==> src/rtl/spi_target_apb.sv <==
// spi_target_apb
// APB-attached SPI target. SCLK, CS_N and MOSI are oversampled in the clk domain,
// so the whole block runs on one clock. Software loads one TX holding register and
// collects completed words from one RX register. irq flags received words and errors.
//
// Ports
//   clk, rst        system clock, asynchronous active-high reset
//   PSEL..PWDATA    APB target inputs (byte addresses 0x0 CTRL, 0x4 STATUS,
//                   0x8 TXDATA, 0xC RXDATA)
//   PRDATA, PREADY  APB read data (0 outside read access phase), zero wait states
//   sclk, cs_n, mosi  SPI pins from the master
//   miso, miso_oe   serial data out (MSB first) and pad enable while selected
//   irq             level interrupt
//
// state | meaning
// ------+--------------------------------------------------------------
// IDLE  | not selected, waiting for cs_n falling with en=1
// SHIFT | exchanging bits on sclk edges
// DONE  | one cycle: hand the word to RXDATA, start the next word if cs_n low
module spi_target_apb #(
  parameter int SYNC_STAGES = 2,
  parameter int DATA_W      = 32
) (
  input  logic              clk,
  input  logic              rst,
  input  logic              PSEL,
  input  logic              PENABLE,
  input  logic              PWRITE,
  input  logic [3:0]        PADDR,
  input  logic [31:0]       PWDATA,
  output logic [31:0]       PRDATA,
  output logic              PREADY,
  input  logic              sclk,
  input  logic              cs_n,
  input  logic              mosi,
  output logic              miso,
  output logic              miso_oe,
  output logic              irq
);

  localparam int CW = $clog2(DATA_W) + 1;

  typedef enum logic [1:0] {S_IDLE, S_SHIFT, S_DONE} state_t;

  logic [SYNC_STAGES-1:0] sclk_sync_q, cs_sync_q, mosi_sync_q;
  logic                   sclk_prev_q, cs_prev_q;
  logic                   sclk_s, cs_s, mosi_s;

  state_t            state_q;
  logic [6:0]        ctrl_q;
  logic [DATA_W-1:0] tx_hold_q, tx_shift_q, rx_shift_q, rx_data_q;
  logic [CW-1:0]     bit_cnt_q;
  logic              rx_valid_q, tx_empty_q, overrun_q, underrun_q;

  logic          cpol, cpha, en, rx_ie, err_ie;
  logic [CW-1:0] len_bits;
  logic          edge_seen, lead, trail, sample_ev, shift_ev, cs_fall, start_word;
  logic          wr_en, rd_en, wr_ctrl, wr_status, wr_tx, rd_rx;

  // Pin synchronizers; cs_n resets high so reset release never looks like a select.
  always_ff @(posedge clk or posedge rst) begin
    if (rst) begin
      sclk_sync_q <= '0;
      cs_sync_q   <= '1;
      mosi_sync_q <= '0;
      sclk_prev_q <= 1'b0;
      cs_prev_q   <= 1'b1;
    end else begin
      sclk_sync_q <= {sclk_sync_q[SYNC_STAGES-2:0], sclk};
      cs_sync_q   <= {cs_sync_q[SYNC_STAGES-2:0], cs_n};
      mosi_sync_q <= {mosi_sync_q[SYNC_STAGES-2:0], mosi};
      sclk_prev_q <= sclk_s;
      cs_prev_q   <= cs_s;
    end
  end

  assign sclk_s = sclk_sync_q[SYNC_STAGES-1];
  assign cs_s   = cs_sync_q[SYNC_STAGES-1];
  assign mosi_s = mosi_sync_q[SYNC_STAGES-1];

  assign cpol   = ctrl_q[0];
  assign cpha   = ctrl_q[1];
  assign rx_ie  = ctrl_q[4];
  assign err_ie = ctrl_q[5];
  assign en     = ctrl_q[6];

  always_comb begin
    len_bits = CW'(32);
    case (ctrl_q[3:2])
      2'b00:   len_bits = CW'(8);
      2'b01:   len_bits = CW'(16);
      default: len_bits = CW'(32);
    endcase
  end

  assign edge_seen = sclk_s ^ sclk_prev_q;
  assign lead      = edge_seen & (sclk_s != cpol);
  assign trail     = edge_seen & (sclk_s == cpol);
  assign sample_ev = cpha ? trail : lead;
  assign shift_ev  = cpha ? lead : trail;
  assign cs_fall   = cs_prev_q & ~cs_s;
  assign start_word = en & (((state_q == S_IDLE) & cs_fall) |
                            ((state_q == S_DONE) & ~cs_s));

  assign wr_en     = PSEL & PENABLE & PWRITE;
  assign rd_en     = PSEL & PENABLE & ~PWRITE;
  assign wr_ctrl   = wr_en & (PADDR == 4'h0);
  assign wr_status = wr_en & (PADDR == 4'h4);
  assign wr_tx     = wr_en & (PADDR == 4'h8);
  assign rd_rx     = rd_en & (PADDR == 4'hC);

  always_ff @(posedge clk or posedge rst) begin
    if (rst) begin
      state_q    <= S_IDLE;
      ctrl_q     <= '0;
      tx_hold_q  <= '0;
      tx_shift_q <= '0;
      rx_shift_q <= '0;
      rx_data_q  <= '0;
      bit_cnt_q  <= '0;
      rx_valid_q <= 1'b0;
      tx_empty_q <= 1'b1;
      overrun_q  <= 1'b0;
      underrun_q <= 1'b0;
    end else begin
      if (wr_ctrl && state_q == S_IDLE) ctrl_q <= PWDATA[6:0];

      // Clears first so that a same-cycle set below takes priority.
      if (rd_rx) rx_valid_q <= 1'b0;
      if (wr_status && PWDATA[2]) overrun_q  <= 1'b0;
      if (wr_status && PWDATA[3]) underrun_q <= 1'b0;

      if (start_word) begin
        bit_cnt_q  <= '0;
        rx_shift_q <= '0;
        if (!tx_empty_q) begin
          tx_shift_q <= tx_hold_q;
        end else begin
          tx_shift_q <= '0;
          underrun_q <= 1'b1;
        end
        tx_empty_q <= 1'b1;
      end

      // A software write landing on the load cycle stays pending for the next word.
      if (wr_tx) begin
        tx_hold_q  <= PWDATA[DATA_W-1:0];
        tx_empty_q <= 1'b0;
      end

      case (state_q)
        S_IDLE: if (start_word) state_q <= S_SHIFT;
        S_SHIFT: begin
          if (cs_s) begin
            state_q <= S_IDLE;
          end else begin
            // No shift while bit_cnt is 0: with cpha=1 the first lead edge must
            // present the MSB, and with cpha=0 the trailing edge of the previous
            // word may land after a back-to-back reload.
            if (shift_ev && bit_cnt_q != '0)
              tx_shift_q <= {tx_shift_q[DATA_W-2:0], 1'b0};
            if (sample_ev) begin
              rx_shift_q <= {rx_shift_q[DATA_W-2:0], mosi_s};
              bit_cnt_q  <= bit_cnt_q + CW'(1);
              if (bit_cnt_q + CW'(1) == len_bits) state_q <= S_DONE;
            end
          end
        end
        S_DONE: begin
          // A read of RXDATA in this very cycle frees the register for the new word.
          if (rx_valid_q && !rd_rx) begin
            overrun_q <= 1'b1;
          end else begin
            rx_data_q  <= rx_shift_q;
            rx_valid_q <= 1'b1;
          end
          state_q <= start_word ? S_SHIFT : S_IDLE;
        end
        default: state_q <= S_IDLE;
      endcase
    end
  end

  always_comb begin
    PRDATA = '0;
    if (rd_en) begin
      case (PADDR)
        4'h0:    PRDATA = {25'd0, ctrl_q};
        4'h4:    PRDATA = {27'd0, (state_q != S_IDLE), underrun_q, overrun_q,
                           tx_empty_q, rx_valid_q};
        4'h8:    PRDATA = 32'(tx_hold_q);
        4'hC:    PRDATA = 32'(rx_data_q);
        default: PRDATA = '0;
      endcase
    end
  end

  always_comb begin
    case (ctrl_q[3:2])
      2'b00:   miso = tx_shift_q[7];
      2'b01:   miso = tx_shift_q[15];
      default: miso = tx_shift_q[31];
    endcase
  end

  assign PREADY  = 1'b1;
  assign miso_oe = ~cs_s;
  assign irq     = (rx_valid_q & rx_ie) | ((overrun_q | underrun_q) & err_ie);

endmodule

==> config.mk <==
export PLATFORM = sky130hd
export DESIGN_NAME = spi_target_apb
export DESIGN_NICKNAME = d
export VERILOG_FILES = /design/src/rtl/spi_target_apb.sv
export SDC_FILE = /design/constraint.sdc
export NUM_CORES = 1
export LEC_CHECK = 0
export CAP_MARGIN = 20
export CORE_ASPECT_RATIO = 0.9
export CORE_MARGIN = 2
export CORE_UTILIZATION = 46
export DETAILED_ROUTE_END_ITERATION = 10
export PLACE_DENSITY = 0.67
export REMOVE_ABC_BUFFERS = 1
export SLEW_MARGIN = 20
export SYNTH_ARGS = -nofsm -noshare
export SYNTH_HDL_FRONTEND = slang
export SYNTH_SLANG_ARGS = --single-unit
==> constraint.sdc <==
create_clock -name clk -period 16.6 [get_ports clk]
set_clock_uncertainty 0.1 [all_clocks]
set_input_delay 4.98 -clock clk [delete_from_list [all_inputs] [get_ports clk]]
set_output_delay 4.98 -clock clk [all_outputs]
set_load 0.1 [all_outputs]
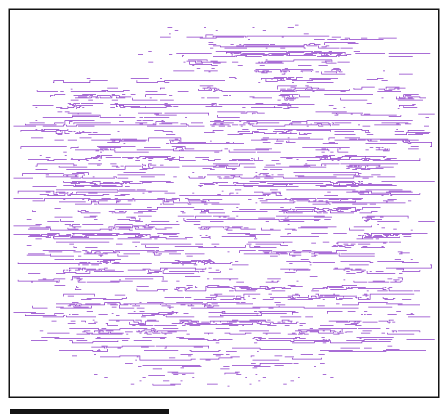
layer_met1.png
Scale bar: 50 microns.
685 nets have wire on it. The longest straight run is 33.1 microns.
Vias: 5109
GRT met1 Usage: 30.1%

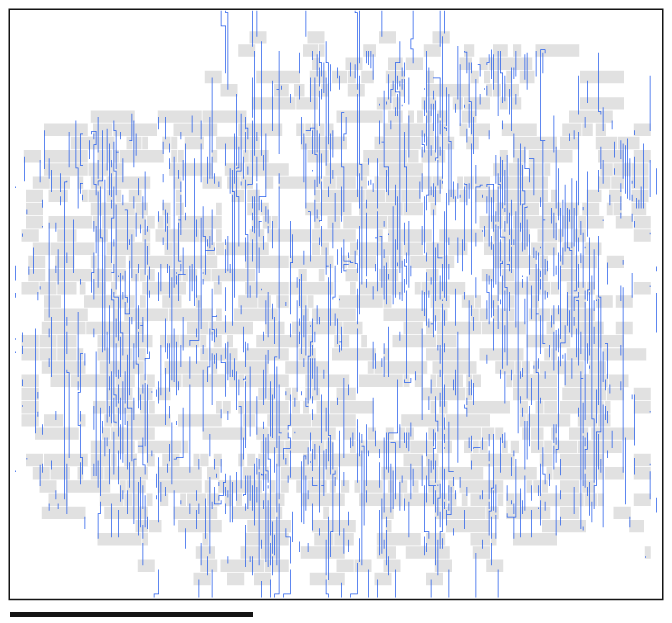
layer_met2.png
Scale bar: 50 microns. Cells faint in the background.
The layer holds 46% of the routed length. The layer carries 7200 microns of wire. 623 nets have wire on it. The wires run mostly vertical.
Total Routed Length: 15800 microns
met2 GRT Util: 31.1%

==> run notes <==
run results: status=finished clean, Post-Syn Area=~7000 sq um, cts bufs inserted=17, DR iter-0 viols=388, Placer Congestion=around 0.83, Switching Fraction=between 20% and 30%, Post-CTS Setup Repair Bufs=0, Logic area=2920 sq um, crit path launch=PADDR[1], DP Worst Slack=3.47 ns, Worst R2R Path Depth=5, Levels on crit path=5, Top FF cell, synth=dfrtp_1, largest net degree at the start of global routing=about 96, Non-CTS buffers=around 85, Worst setup SP type=input port, Post-synth seq share=55.3%, row count=around 42, yosys cell count=671, DIE AREA=16300 sq um, Critical Path End Type=output port, number of diodes=0, setup violators final=0, tool warnings=26, Pleak=around 3.6 nW, Post-Layout Cell Count=935, Cell Pwr Density=105 nW/um^2, Synth async-reset ratio=100%, Critical Path Most Common Cell=clkdlybuf4s50_1, final worst setup slack=3.49 ns, Avg Vias per Cell=5.46, cell type with the largest total area=dfrtp_1, FMAX=76.3 MHz, TNS Setup=0 ns, Rel. slew slack=28.2%, Int Pwr=0.000654 W, EDFF count, synth=0, Total Power=0.000889 W, Area-dominant class=registers, Max Root-Sink Buffers=2, gr usage total=20.8%, Die W=134 microns, Worst Path Buf+Inv=2, Seq area share=between 40% and 50%, TritonCTS clock tree=done, Crit-path slowest cell=clkdlybuf4s50_1, Final Hold Viols=0, first-pass GRT wire length=26400 microns, Clock net power=approximately 0.00036 W, crit path to=PRDATA[4], post-synthesis area per instance=10.5 sq um, Comb. pwr=0.0000927 W, comb_multi_in=458, Sequential Power Share=approximately half, slowest stage delay, CP=1.17 ns, grt total ovfl=0, Pins Over Slew Limit=0, die height=121 microns, hold endpoint=mosi_sync_q[1]$_DFF_PP0_, Area leader share=53.8%, initial antenna violation count=0, critical path, cell by cell=clkdlybuf4s50_1, nor4b_1, o21ai_0, a31oi_1, clkdlybuf4s50_1, WHS=0.252 ns, crit share post-route=79.0%, NonClk Buf Share=9.83%, final worst path period need=13.11 ns, WP data arrival=8.03 ns, Synth cell types=44, worst-margin pin slew=1.07 ns, dpl cells=roughly 900, proportion of layout cells with a drive suffix above 1=7.46%, combinational group share of total power=between 10% and 20%, post_cts resized=0, Syn-to-layout area delta=20.7%, Syn Inst Count=671, unrepaired setup endpoints after global routing=false, Post-route DRC=0, top cells by area=dfrtp_1 (54%), mux2_1 (11%), nand2_1 (6.0%), yosys stat chip area=7020 sq um, terminus of the critical flop-to-flop path=rx_shift_q[26]$_DFF_PP0_, htree depth=4, count of non-CTS inverters in the layout=7, Synth top cells by count=dfrtp_1 (151), nand2_1 (112), mux2_1 (71), Worst-Skew Late Latency=0.41 ns, Max power group=sequential cells, Fill cells=1273
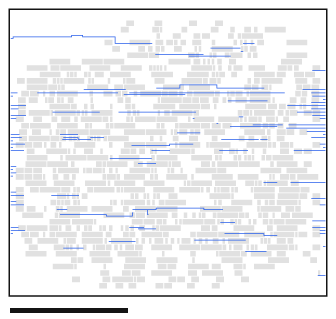
layer_met3.png
Scale bar: 50 microns. Cells faint in the background.
76 nets have wire on it. The longest straight run is 65.8 microns. The layer holds 6.2% of the routed length. The wires run mostly horizontal.
met3 Use GR: 5.22%

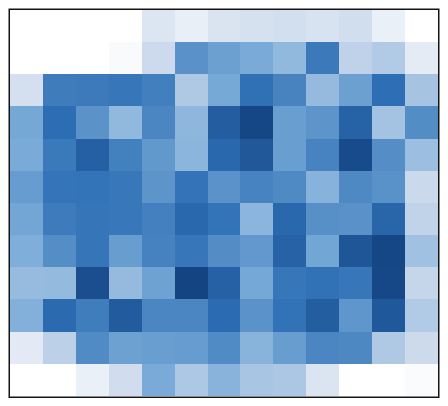
cell_density.png
13 x 12 tiles, from white (low) to dark blue (high), 0 to 100% covered.
The mean over all tiles is 51%. The fullest tile reaches 92%. 15% of the tiles are over 75% full.
fin util: 57.2%
floorplan utilization: 47.4%
core area: 14800 sq um

[cells by family (layout without fill, tap and decap cells)]
kind of cell / count (synthesis) / in the layout / synth area share, %
AND/OR/NAND/NOR: 211 / 211 / 14.4
AND-OR/OR-AND: 164 / 164 / 13.7
flip-flops: 155 / 155 / 55.3
multiplexers: 75 / 75 / 12.0
buffers and inverters: 58 / 124 / 3.60
XOR/XNOR: 5 / 5 / 0.624
adder cells (fa/ha/maj): 2 / 2 / 0.356
other: 1 / 1 / 0.0534
[metal layers]
layer  vias up  global-route usage, %  share of wire, %
li1       2435                      -                 -
met1      2518                   30.1                47
met2       145                   31.1                46
met3        11                   5.22               6.2
met4         0                   6.51              0.99
met5         -                      0                 0
No activity file was given, so power comes from the tool's default toggle rates.
